[src/rtl/imem_loader_pkg.sv]
// rtl/imem_loader_pkg.sv - shared states, field sizes and status decode for imem_loader
// IMEM_LOADER_CSUM_EN adds the CSUM state.
package imem_loader_pkg;

    localparam int LEN_BYTES    = 2;
    localparam int WORD_BYTES   = 4;
    localparam int WORD_COUNT_W = 17;

    typedef enum logic [2:0] {
        ST_IDLE = 3'd0,
        ST_LEN0 = 3'd1,
        ST_LEN1 = 3'd2,
        ST_DATA = 3'd3,
`ifdef IMEM_LOADER_CSUM_EN
        ST_CSUM = 3'd4,
`endif
        ST_DONE = 3'd5,
        ST_ERR  = 3'd6
    } state_t;

    function automatic logic state_busy(state_t s);
        return (s == ST_LEN0) || (s == ST_LEN1) || (s == ST_DATA)
`ifdef IMEM_LOADER_CSUM_EN
            || (s == ST_CSUM)
`endif
            ;
    endfunction

endpackage

[src/rtl/imem_loader_if.sv]
// rtl/imem_loader_if.sv - byte stream in and instruction memory write port of imem_loader
interface imem_loader_if;
    logic        in_valid;
    logic [7:0]  in_data;
    logic        in_ready;
    logic        imem_we;
    logic [31:0] imem_addr;
    logic [31:0] imem_wdata;

    modport master (
        output in_valid, in_data,
        input  in_ready, imem_we, imem_addr, imem_wdata
    );

    modport slave (
        input  in_valid, in_data,
        output in_ready, imem_we, imem_addr, imem_wdata
    );
endinterface

[src/rtl/imem_loader_byte_assembler.sv]
// rtl/imem_loader_byte_assembler.sv - packs little-endian bytes into a word, field length set by last_idx
module byte_assembler (
    input  logic        clk,
    input  logic        rst_n,
    input  logic        clear,
    input  logic        byte_valid,
    input  logic [7:0]  byte_data,
    input  logic [1:0]  last_idx,
    output logic        word_valid,
    output logic [31:0] word
);
    logic [1:0]  idx;
    logic [31:0] pack;

    // The completed word includes the byte arriving this cycle, so the
    // loader can act on a field in the same cycle its last byte lands.
    always_comb begin
        word = pack;
        word[{idx, 3'b000} +: 8] = byte_data;
        word_valid = byte_valid && (idx == last_idx);
    end

    always_ff @(posedge clk) begin
        if (!rst_n) begin
            idx  <= 2'd0;
            pack <= 32'd0;
        end else if (clear) begin
            idx <= 2'd0;
        end else if (byte_valid) begin
            pack <= word;
            idx  <= word_valid ? 2'd0 : idx + 2'd1;
        end
    end
endmodule

[src/rtl/imem_loader.sv]
// rtl/imem_loader.sv - streams a length-prefixed image into instruction memory and releases the core
// IMEM_LOADER_CSUM_EN adds a trailing 32-bit checksum of the written words.
module imem_loader
    import imem_loader_pkg::*;
#(
    parameter logic [31:0] BASE_ADDR = 32'h0000_0000,
    parameter int          MAX_WORDS = 256
) (
    input  logic                    clk,
    input  logic                    rst_n,
    input  logic                    start,
    imem_loader_if.slave            bus,
    output logic                    busy,
    output logic                    core_run,
    output logic                    err,
    output logic [WORD_COUNT_W-1:0] word_count
);
    localparam logic [1:0] LEN_LAST  = 2'(LEN_BYTES - 1);
    localparam logic [1:0] WORD_LAST = 2'(WORD_BYTES - 1);
`ifdef IMEM_LOADER_CSUM_EN
    localparam state_t PAYLOAD_END = ST_CSUM;
`else
    localparam state_t PAYLOAD_END = ST_DONE;
`endif

    state_t                  state;
    logic [15:0]             n_words;
    logic                    accept;
    logic                    load_start;
    logic                    word_valid;
    logic [31:0]             word;
    logic [1:0]              last_idx;
    logic [WORD_COUNT_W-1:0] wc_next;
`ifdef IMEM_LOADER_CSUM_EN
    logic [31:0]             csum;
`endif

    assign busy         = state_busy(state);
    assign bus.in_ready = busy;
    assign accept       = bus.in_valid && busy;
    assign load_start   = start && !busy;
    assign last_idx     = (state == ST_LEN0 || state == ST_LEN1) ? LEN_LAST : WORD_LAST;
    assign wc_next      = word_count + 17'd1;

    byte_assembler u_asm (
        .clk        (clk),
        .rst_n      (rst_n),
        .clear      (load_start),
        .byte_valid (accept),
        .byte_data  (bus.in_data),
        .last_idx   (last_idx),
        .word_valid (word_valid),
        .word       (word)
    );

    always_ff @(posedge clk) begin
        if (!rst_n) begin
            state          <= ST_IDLE;
            n_words        <= 16'd0;
            bus.imem_we    <= 1'b0;
            bus.imem_addr  <= BASE_ADDR;
            bus.imem_wdata <= 32'd0;
            core_run       <= 1'b0;
            err            <= 1'b0;
            word_count     <= '0;
`ifdef IMEM_LOADER_CSUM_EN
            csum           <= 32'd0;
`endif
        end else begin
            bus.imem_we <= 1'b0;
            if (load_start) begin
                state      <= ST_LEN0;
                core_run   <= 1'b0;
                err        <= 1'b0;
                word_count <= '0;
`ifdef IMEM_LOADER_CSUM_EN
                csum       <= 32'd0;
`endif
            end else begin
                case (state)
                    ST_LEN0: if (accept) state <= ST_LEN1;
                    ST_LEN1: if (word_valid) begin
                        n_words <= word[15:0];
                        if ({16'd0, word[15:0]} > 32'(MAX_WORDS))
                            state <= ST_ERR;
                        else if (word[15:0] == 16'd0)
                            state <= PAYLOAD_END;
                        else
                            state <= ST_DATA;
                    end
                    ST_DATA: if (word_valid) begin
                        bus.imem_we    <= 1'b1;
                        bus.imem_addr  <= BASE_ADDR + {13'd0, word_count, 2'b00};
                        bus.imem_wdata <= word;
                        word_count     <= wc_next;
`ifdef IMEM_LOADER_CSUM_EN
                        csum           <= csum + word;
`endif
                        if (wc_next == {1'b0, n_words}) state <= PAYLOAD_END;
                    end
`ifdef IMEM_LOADER_CSUM_EN
                    ST_CSUM: if (word_valid) state <= (word == csum) ? ST_DONE : ST_ERR;
`endif
                    // Status flags lag entry into DONE/ERR by one cycle.
                    ST_DONE: core_run <= 1'b1;
                    ST_ERR:  err      <= 1'b1;
                    default: state    <= ST_IDLE;
                endcase
            end
        end
    end
endmodule

[src/flat_wrapper.sv]
// flat-port wrapper written by rule: the top's interface ports become plain ports
module imem_loader_flat import imem_loader_pkg::*;
#(
    parameter logic [31:0] BASE_ADDR = 32'h0000_0000,
    parameter int          MAX_WORDS = 256
)
  (clk, rst_n, start, busy, core_run, err, word_count, bus_in_valid, bus_in_data, bus_in_ready, bus_imem_we, bus_imem_addr, bus_imem_wdata);
  imem_loader_if bus_i ();
  input  logic clk;
  input  logic rst_n;
  input  logic start;
  output logic busy;
  output logic core_run;
  output logic err;
  output logic [WORD_COUNT_W-1:0] word_count;
  input wire logic [$bits(bus_i.in_valid)-1:0] bus_in_valid;
  input wire logic [$bits(bus_i.in_data)-1:0] bus_in_data;
  output wire logic [$bits(bus_i.in_ready)-1:0] bus_in_ready;
  output wire logic [$bits(bus_i.imem_we)-1:0] bus_imem_we;
  output wire logic [$bits(bus_i.imem_addr)-1:0] bus_imem_addr;
  output wire logic [$bits(bus_i.imem_wdata)-1:0] bus_imem_wdata;
  assign bus_i.in_valid = bus_in_valid;
  assign bus_i.in_data = bus_in_data;
  assign bus_in_ready = bus_i.in_ready;
  assign bus_imem_we = bus_i.imem_we;
  assign bus_imem_addr = bus_i.imem_addr;
  assign bus_imem_wdata = bus_i.imem_wdata;
  imem_loader #(.BASE_ADDR(BASE_ADDR), .MAX_WORDS(MAX_WORDS)) u_core (.clk(clk), .rst_n(rst_n), .start(start), .bus(bus_i), .busy(busy), .core_run(core_run), .err(err), .word_count(word_count));
endmodule
[config.mk]
export PLATFORM = sky130hd
export DESIGN_NAME = imem_loader_flat
export DESIGN_NICKNAME = d
export VERILOG_FILES = /design/src/rtl/imem_loader_pkg.sv /design/src/rtl/imem_loader_if.sv /design/src/rtl/imem_loader_byte_assembler.sv /design/src/rtl/imem_loader.sv /design/src/flat_wrapper.sv
export SDC_FILE = /design/constraint.sdc
export NUM_CORES = 1
export LEC_CHECK = 0
export ABC_AREA = 1
export ABC_CLOCK_PERIOD_IN_PS = 6500
export CAP_MARGIN = 20
export CORE_MARGIN = 2
export CORE_UTILIZATION = 40
export DETAILED_ROUTE_END_ITERATION = 8
export GPL_ROUTABILITY_DRIVEN = 1
export GPL_TIMING_DRIVEN = 0
export HOLD_SLACK_MARGIN = 0.1
export PLACE_DENSITY = 0.63
export SYNTH_ARGS = -nofsm -noshare
export SYNTH_HDL_FRONTEND = slang
export SYNTH_HIERARCHICAL = 1
export SYNTH_SLANG_ARGS = --single-unit
[constraint.sdc]
create_clock -name clk -period 6.5 [get_ports clk]
set_input_delay 1.3 -clock clk [delete_from_list [all_inputs] [get_ports clk]]
set_output_delay 1.3 -clock clk [all_outputs]
set_load 0.03 [all_outputs]
Run 1, cell outlines without signal wires:
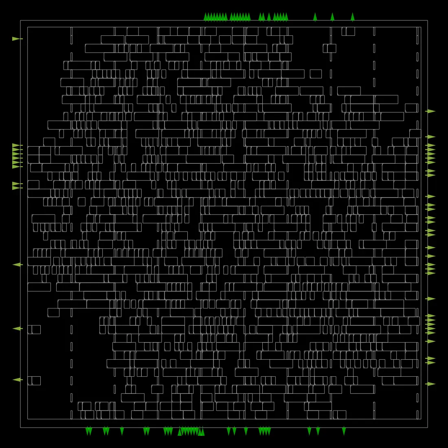
Flops: 122
filler instances: 1626
Tapcells: 216
Core Util, Final: 51.6%

Run 1, signal wires on met1:
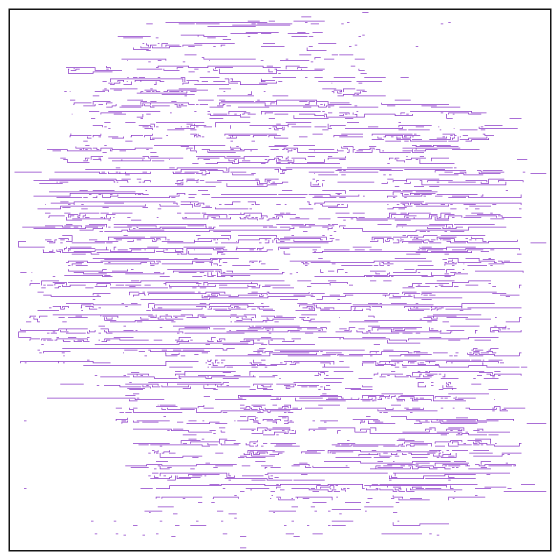
longest straight run: 38.6 um
wire length on this layer: 8370 um
share of all routed wire: 46%
main direction: horizontal
total number of vias: 6257
final wirelength: 18000 um
met1 usage: 27.9%

Run 1, metal 2:
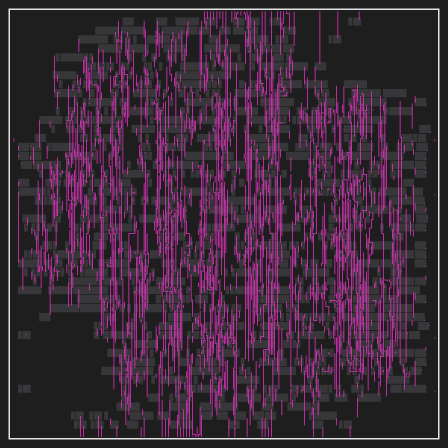
longest straight run: 50.3 um
wire length on this layer: 8580 um
met2 Usage GRT: 36.3%

==> Changelog: implementation, run 1 <==
## Flow update

* Status: finished clean
* Asr flop ratio synth at 0%
* Number of max-cap violations at 0
* Number of global-route vias before repair at 5713
* DR WL/cell at roughly 14 um
* Worst path max stage delay at between 0.5 and 0.6 ns
* Critical path buffer and inverter count at 5
* Row count at 46
* Critical path class: in2reg
* Register share of total power at 33.9%
* Total GRT Usage at 21.8%
* 1st-iter DRT viols at 401
* Synth warnings at 6
* Synth Seq Share at 38.5%
* WP data required at 6.84 ns
* OpenROAD warning count at 30
* Core ar. at 0.0157 mm^2
* CP startpoint kind: input port
* Largest regs: u_core/bus.imem_wdata: 32 flops, u_core/u_asm/pack: 32 flops
* Peak supply drop at 0.192 mV
* Area grow syn2layout at 27.7%
* DIE WIDTH at 130 um
* Worst Hold Class: reg2reg
* Hold Crit Depth at 2
* I/O pin count at ~98
* Post-cts gate resize count at 0
* WL met3 at 723 um
* TritonCTS Sinks at approximately 120
* Top cells by count, synth: nand2_1 (277), dfxtp_1 (122), nor2_1 (121)
* Synth Flop Type: dfxtp_1
* GRT overflow at 0
* CTS root buf: clkbuf_16
* Final setup vio count at 0
* Longest Clk Path Bufs at 2
* DR vias/cell at 4.80
* Power Dens Cells at 311 mW/mm^2
* Metal2 WL at between 8000 and 9000 um
* FF-to-FF setup slack at 3.68 ns
* Slowest cell on the critical path: clkdlybuf4s50_1
* Worst slew margin at 53.4%
* Min-Delay Endpoint: u_core/core_run
* Reported clock group power at roughly 1 mW
* Fp util at 40.4%
* Hold Path Origin: u_core/core_run
* CP endpoint kind: flip-flop
* Yosys cell types at 41
* Clk pin slew, worst setup/hold paths at 0.05 ns
* Die area at 0.0169 mm^2
* First-pass GRT wire length at 28500 um
* WL met1 at ~8400 um
* Count of library flops with an enable pin at 0
* Comb power frac at 27.5%
* Worst reg2reg path depth at 16
* Drt drc at 0
* Internal power at about 1.7 mW
* Post-CTS Setup Inserts at 0
* DRT antenna net count at 0
* Placed instance count at 1272
* Final Critical Period at 3.44 ns
* DR pass1 iterations at 5
* Die Y at 130 um
* Most common cell in the netlist: nand2_1
* Mapped cell area at 0.00635 mm^2
* RSZ-0062 raised after global routing: no
* Port buffer count at between 80 and 90
* Comb. pwr at between 0.6 and 0.7 mW
* R2R Path Start: u_core/u_asm/idx[0]
* Antenna Cells at 0
* Final net count at between 1000 and 1500
* Fmax at about 0.29 GHz
* Worst R2R End: u_core/state[2]
* # Cells Yosys at 959
* Post-Syn Instances at roughly 960
* CTS tree: yes
* LEAKAGE at 3.64 nW
* Switching power at 0.830 mW
* CP cell instances: clkdlybuf4s50_1, inv_1, nor2_1, nand3_1, nor2_2, nand2_1, inv_2, buf_2, buf_2, nand2_1, a21oi_1
* CTS Buf Count at 17
* Delay-heaviest family, CP: buffers and inverters
* Slew @ Worst Pin at roughly 0.7 ns
* Sequential power at 0.855 mW
* Skew final at between 0.009 and 0.01 ns
* Initial antenna violation count at 0
* Most numerous logic cell after layout: nand2_1
* Largest net degree at the start of global routing at 17
* Switching share of power at 32.9%
* CTS H-tree lvls at 4
* WP depth at 11
* Hold-fix buffers, CTS at 0
* Registers, synthesis at 122
* Clock Power Share at 38.6%
* Post-synth top area cell: dfxtp_1
* Syn avg cell area at 6.62 um^2
* Slew Limit Fails at 0
* Top cells by area: dfxtp_1 (38%), nand2_1 (16%), nor2_1 (7.2%)
* Final worst-path cycle share at a little over half
* Setup total negative slack at 0 ns
* Top cell area share at 38.5%
* Fin. Hold Viols at 0
* CP Max Fanout at 10
* Max Used Layer: met4
* Crit path arrival time at 3.78 ns
* Post-detail-place hpwl at 13600 um
* Biggest consumer: clock
* Cell Count, Final, Fillers Out at 1303
* Clk latency late pin at 0.41 ns
* Top Layout Cells: nand2_1 (277), dfxtp_1 (122), nor2_1 (121)
run 1: layer usage:
layer / track usage (%) / up-vias
met3: 5.08 / 33
met4: 7.53 / 0
met5: 0 / -
li1: - / 3244
met2: 36.3 / 156
met1: 27.9 / 2824
run 1: cells by family after synthesis:
logic type,share of synthesized area (%)
xor+xnor,0.769
simple gates,37.2
other cells,0.118
compound gates,10.6
fa+ha+maj,1.18
flops,38.5
buf+inv,11.7
run 1: metrics by stage:
stage          setup WS (ns)  power, mW  instance area, um^2  hold WS (ns)  util, %
4_1_cts                 3.12       2.53                 8110         0.449     51.6
5_1_grt                 2.93       2.67                 8110         0.476     51.6
2_1_floorplan           3.81       1.38                 6400         0.444        -
6_report                3.06       2.52                 8110         0.445     51.6
3_3_place_gp            2.74       1.54                 7500         0.442     47.7
3_5_place_dp            2.69       1.55                 7500         0.440     47.7
run 1: worst max path at each step:
stage,slack [ns],to,startpoint
6_report,3.06,u_core/bus.imem_wdata[15],bus_in_valid
5_1_grt,2.93,u_core/bus.imem_wdata[13],bus_in_valid
4_1_cts,3.12,u_core/bus.imem_wdata[15],bus_in_valid
3_5_place_dp,2.69,u_core/bus.imem_wdata[15],bus_in_valid
3_3_place_gp,2.74,u_core/bus.imem_wdata[15],bus_in_valid
2_1_floorplan,3.81,u_core/state[0],bus_in_valid
run 1: area by class of cell:
| cell class | instances | area, um^2 |
|---|---|---|
| Clock buffer | 24 | 502 |
| Sequential cell | 122 | 2440 |
| Fill cell | 1626 | 7600 |
| Buffer | 51 | 318 |
| Multi-Input combinational cell | 689 | 3220 |
| Timing Repair Buffer | 82 | 821 |
| Inverter | 112 | 423 |
| Clock inverter | 7 | 113 |
| Tap cell | 216 | 270 |
run 1: tightest hold or removal path: stages (launching register included):
cell and delay, ns:
dfxtp_1 0.31, inv_1 0.05, a21oi_1 0.05
==> run 2, diff against run 1 <==
--- a/config.mk
+++ b/config.mk
@@ -6,7 +6,7 @@
 export NUM_CORES = 1
 export LEC_CHECK = 0
 export ABC_AREA = 1
-export ABC_CLOCK_PERIOD_IN_PS = 6500
+export ABC_CLOCK_PERIOD_IN_PS = 3200
 export CAP_MARGIN = 20
 export CORE_MARGIN = 2
 export CORE_UTILIZATION = 40
==> constraint.sdc (replaced) <==
create_clock -name clk -period 3.2 [get_ports clk]
set_input_delay 0.64 -clock clk [delete_from_list [all_inputs] [get_ports clk]]
set_output_delay 0.64 -clock clk [all_outputs]
set_load 0.03 [all_outputs]
Run 2, cell outlines without signal wires:
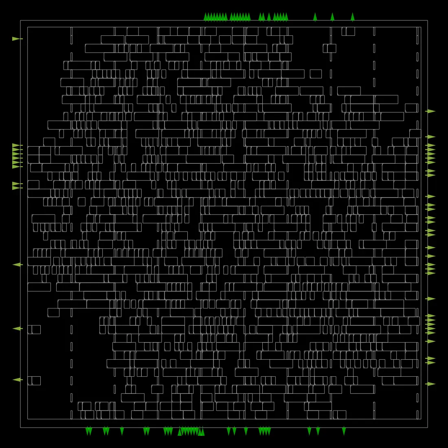
row count: 46
sequential share of cell area: 30.1%
Cell Count, Final, Fillers Out: 1303

==> run 2 against run 1 <==
Net effect: flip-flop count is the same; synthesized cell count is the same; setup slack lost 2.7 ns; synthesized area is the same; non-clock buffer count is the same; clock skew is the same; global-route usage is the same; count of clock-buffer cells in the layout is the same; utilization is the same; sequential share of layout area is the same; first-iteration DRC count is the same.
==> Changelog: implementation, run 2 <==
## Flow update

* Status: finished clean
* Peak supply drop at 0.391 mV
* CTS H-tree lvls at 4
* Core Util, Final at 51.6%
* Final worst-path cycle share at 88.0%
* Worst path max stage delay at 0.65 ns
* Reported clock group power at between 1.5 and 2 mW
* CP cell instances: inv_4, ha_1, buf_6, inv_2, nand2_4, nor2_4, nand2_1, nand2_1, nor4b_1, nand4_1, nand2_1, nand3_1, nand2_1, nand3_1, nand2_1, nor2_1
* DR WL/cell at 13.8 um
* Final net count at about 1100
* Clk pin slew, worst setup/hold paths at approximately 0.05 ns
* Die area at 0.0169 mm^2
* Area grow syn2layout at 27.7%
* 1st-iter DRT viols at roughly 400
* Post-detail-place hpwl at about 14000 um
* Largest net degree at the start of global routing at 17
* Drt drc at 0
* Number of max-cap violations at 0
* Total number of vias at 6257
* Biggest consumer: clock
* And+or+nand+nor area frac at 37.2%
* Syn avg cell area at 6.62 um^2
* Sequential power at around 1.7 mW
* OpenROAD warning count at 30
* Comb. pwr at roughly 1.4 mW
* Die Y at 130 um
* Post-CTS Setup Inserts at 0
* Post-Syn Instances at 959
* Final GP Congestion at ~0.9
* Core ar. at 0.0157 mm^2
* DR pass1 iterations at 5
* Top cells by count, synth: nand2_1 (277), dfxtp_1 (122), nor2_1 (121)
* LEAKAGE at roughly 3.6 nW
* Final setup vio count at 0
* CTS root buf: clkbuf_16
* DIE WIDTH at 130 um
* Critical path buffer and inverter count at 3
* Final instance area at 0.00811 mm^2
* Hold-fix buffers, CTS at 0
* Fin. Hold Viols at 0
* Top cells by area: dfxtp_1 (38%), nand2_1 (16%), nor2_1 (7.2%)
* WP data required at 3.51 ns
* Registers, synthesis at 122
* Delay-heaviest family, CP: simple AND/OR/NAND/NOR gates
* Post-cts gate resize count at 0
* Synth warnings at 6
* Port buffer count at just over 80
* Slew Limit Fails at 0
* XOR/XNOR Fraction of Synth Area at 0.769%
* CTS Buf Count at 17
* Fp util at between 40% and 50%
* Power Dens Cells at 632 mW/mm^2
* CP startpoint kind: flip-flop
* Placed instance count at 1272
* CTS tree: yes
* Synth Seq Share at 38.5%
* Fmax at 0.355 GHz
* R2R Path Start: u_core/u_asm/idx[0]
* Synth Flop Type: dfxtp_1
* TritonCTS Sinks at 122
* Crit path arrival time at between 3 and 4 ns
* Total design power at slightly above 5 mW
* GRT overflow at 0
* Skew final at between 0.009 and 0.01 ns
* DP Area at 0.00750 mm^2
* Final Worst Setup Slack at between 0.3 and 0.4 ns
* Switching power at roughly 1.7 mW
* Initial antenna violation count at 0
* Worst slew margin at 53.4%
* DP Worst Slack at 0.0547 ns
* Yosys cell types at 41
* Internal power at 3.44 mW
* Slew @ Worst Pin at around 0.7 ns
* CP Max Fanout at 11
* Worst R2R End: u_core/state[2]
* Final wirelength at roughly 18000 um
* Slowest cell on the critical path: dfxtp_1
* Mux area share at 0%
* Final Critical Period at roughly 2.8 ns
* Clock Power Share at 38.6%
* Worst reg2reg path depth at 16
* Count of library flops with an enable pin at 0
* Switching share of power at 32.9%
* Mapped cell area at 0.00635 mm^2
* RSZ-0062 raised after global routing: no
* Setup total negative slack at 0 ns
* Longest Clk Path Bufs at 2
* DRT antenna net count at 0
* Clk latency late pin at 0.41 ns
* Post-synth top area cell: dfxtp_1
* Hold slack at 0.445 ns
* DR vias/cell at slightly below 5
* Antenna Cells at 0
* Top Layout Cells: nand2_1 (277), dfxtp_1 (122), nor2_1 (121)
* # Cells Yosys at 959
* Filler instances at 1626
* Most numerous logic cell after layout: nand2_1
* Largest regs: u_core/bus.imem_wdata: 32 flops, u_core/u_asm/pack: 32 flops
* Worst Hold Class: reg2reg
* Critical path class: reg2reg
* Hold Path Origin: u_core/core_run
* Most common cell in the netlist: nand2_1
* FF-to-FF setup slack at 0.38 ns
* Top cell area share at approximately 38%
* Register share of total power at between 30 and 40%
* Comb power frac at approximately 28%
* Hold Crit Depth at 2
* CP endpoint kind: flip-flop
* Number of global-route vias before repair at 5713
* Total GRT Usage at 21.8%
* Main logic family: simple AND/OR/NAND/NOR gates
* Asr flop ratio synth at 0%
* Aoi/oai-family share of the synthesized area at 10.6%
* Adder Share, Synth at 1.18%
* I/O pin count at 98
* First-pass GRT wire length at 28500 um
[run 2: worst register-to-register path, cell delays in order, from the launching register on]
cell and delay, ns:
dfxtp_1 0.65, inv_4 0.14, ha_1 0.24, buf_6 0.15
inv_2 0.16, nand2_4 0.08, nor2_4 0.17, nand2_1 0.11
nand2_1 0.17, nor4b_1 0.28, nand4_1 0.13, nand2_1 0.10
nand3_1 0.08, nand2_1 0.07, nand3_1 0.07, nand2_1 0.08
nor2_1 0.04
[run 2: layout make-up]
class / count / area (um^2) / share of cell area, %
timing repair buffer: 82 / 821 / 10.1
sequential: 122 / 2440 / 30.1
inverter: 112 / 423 / 5.21
clock inverter: 7 / 113 / 1.39
clock buffer: 24 / 502 / 6.19
multi-input combinational: 689 / 3220 / 39.7
buffer: 51 / 318 / 3.92
tap: 216 / 270 / 3.33
[run 2: cells by family after synthesis]
kind of cell / count (synthesis)
AND-OR/OR-AND: 129
XOR/XNOR: 4
adder cells (fa/ha/maj): 6
buffers and inverters: 163
flip-flops: 122
other: 2
AND/OR/NAND/NOR: 533
[run 2: worst max path at each step]
stage | startpoint | to | slack, ns | depth (start not counted)
final | u_core/u_asm/idx[0] | u_core/state[2] | 0.38 | 16
after global placement | bus_in_valid | u_core/bus.imem_wdata[15] | 0.1 | 11
after global routing | u_core/u_asm/idx[0] | u_core/state[2] | 0.04 | 16
after CTS | u_core/u_asm/idx[0] | u_core/state[2] | 0.44 | 16
after detailed placement | bus_in_valid | u_core/bus.imem_wdata[15] | 0.05 | 11
after floorplan | u_core/u_asm/idx[0] | u_core/state[2] | 0.87 | 16
[run 2: layer usage]
metal | wire length [um] | global-route usage, %
met2 | 8580 | 36.3
met1 | 8370 | 27.9
met3 | 723 | 5.08
met5 | 0 | 0
met4 | 353 | 7.53
Power figures rest on the tool's default switching activity, not on a simulated workload.
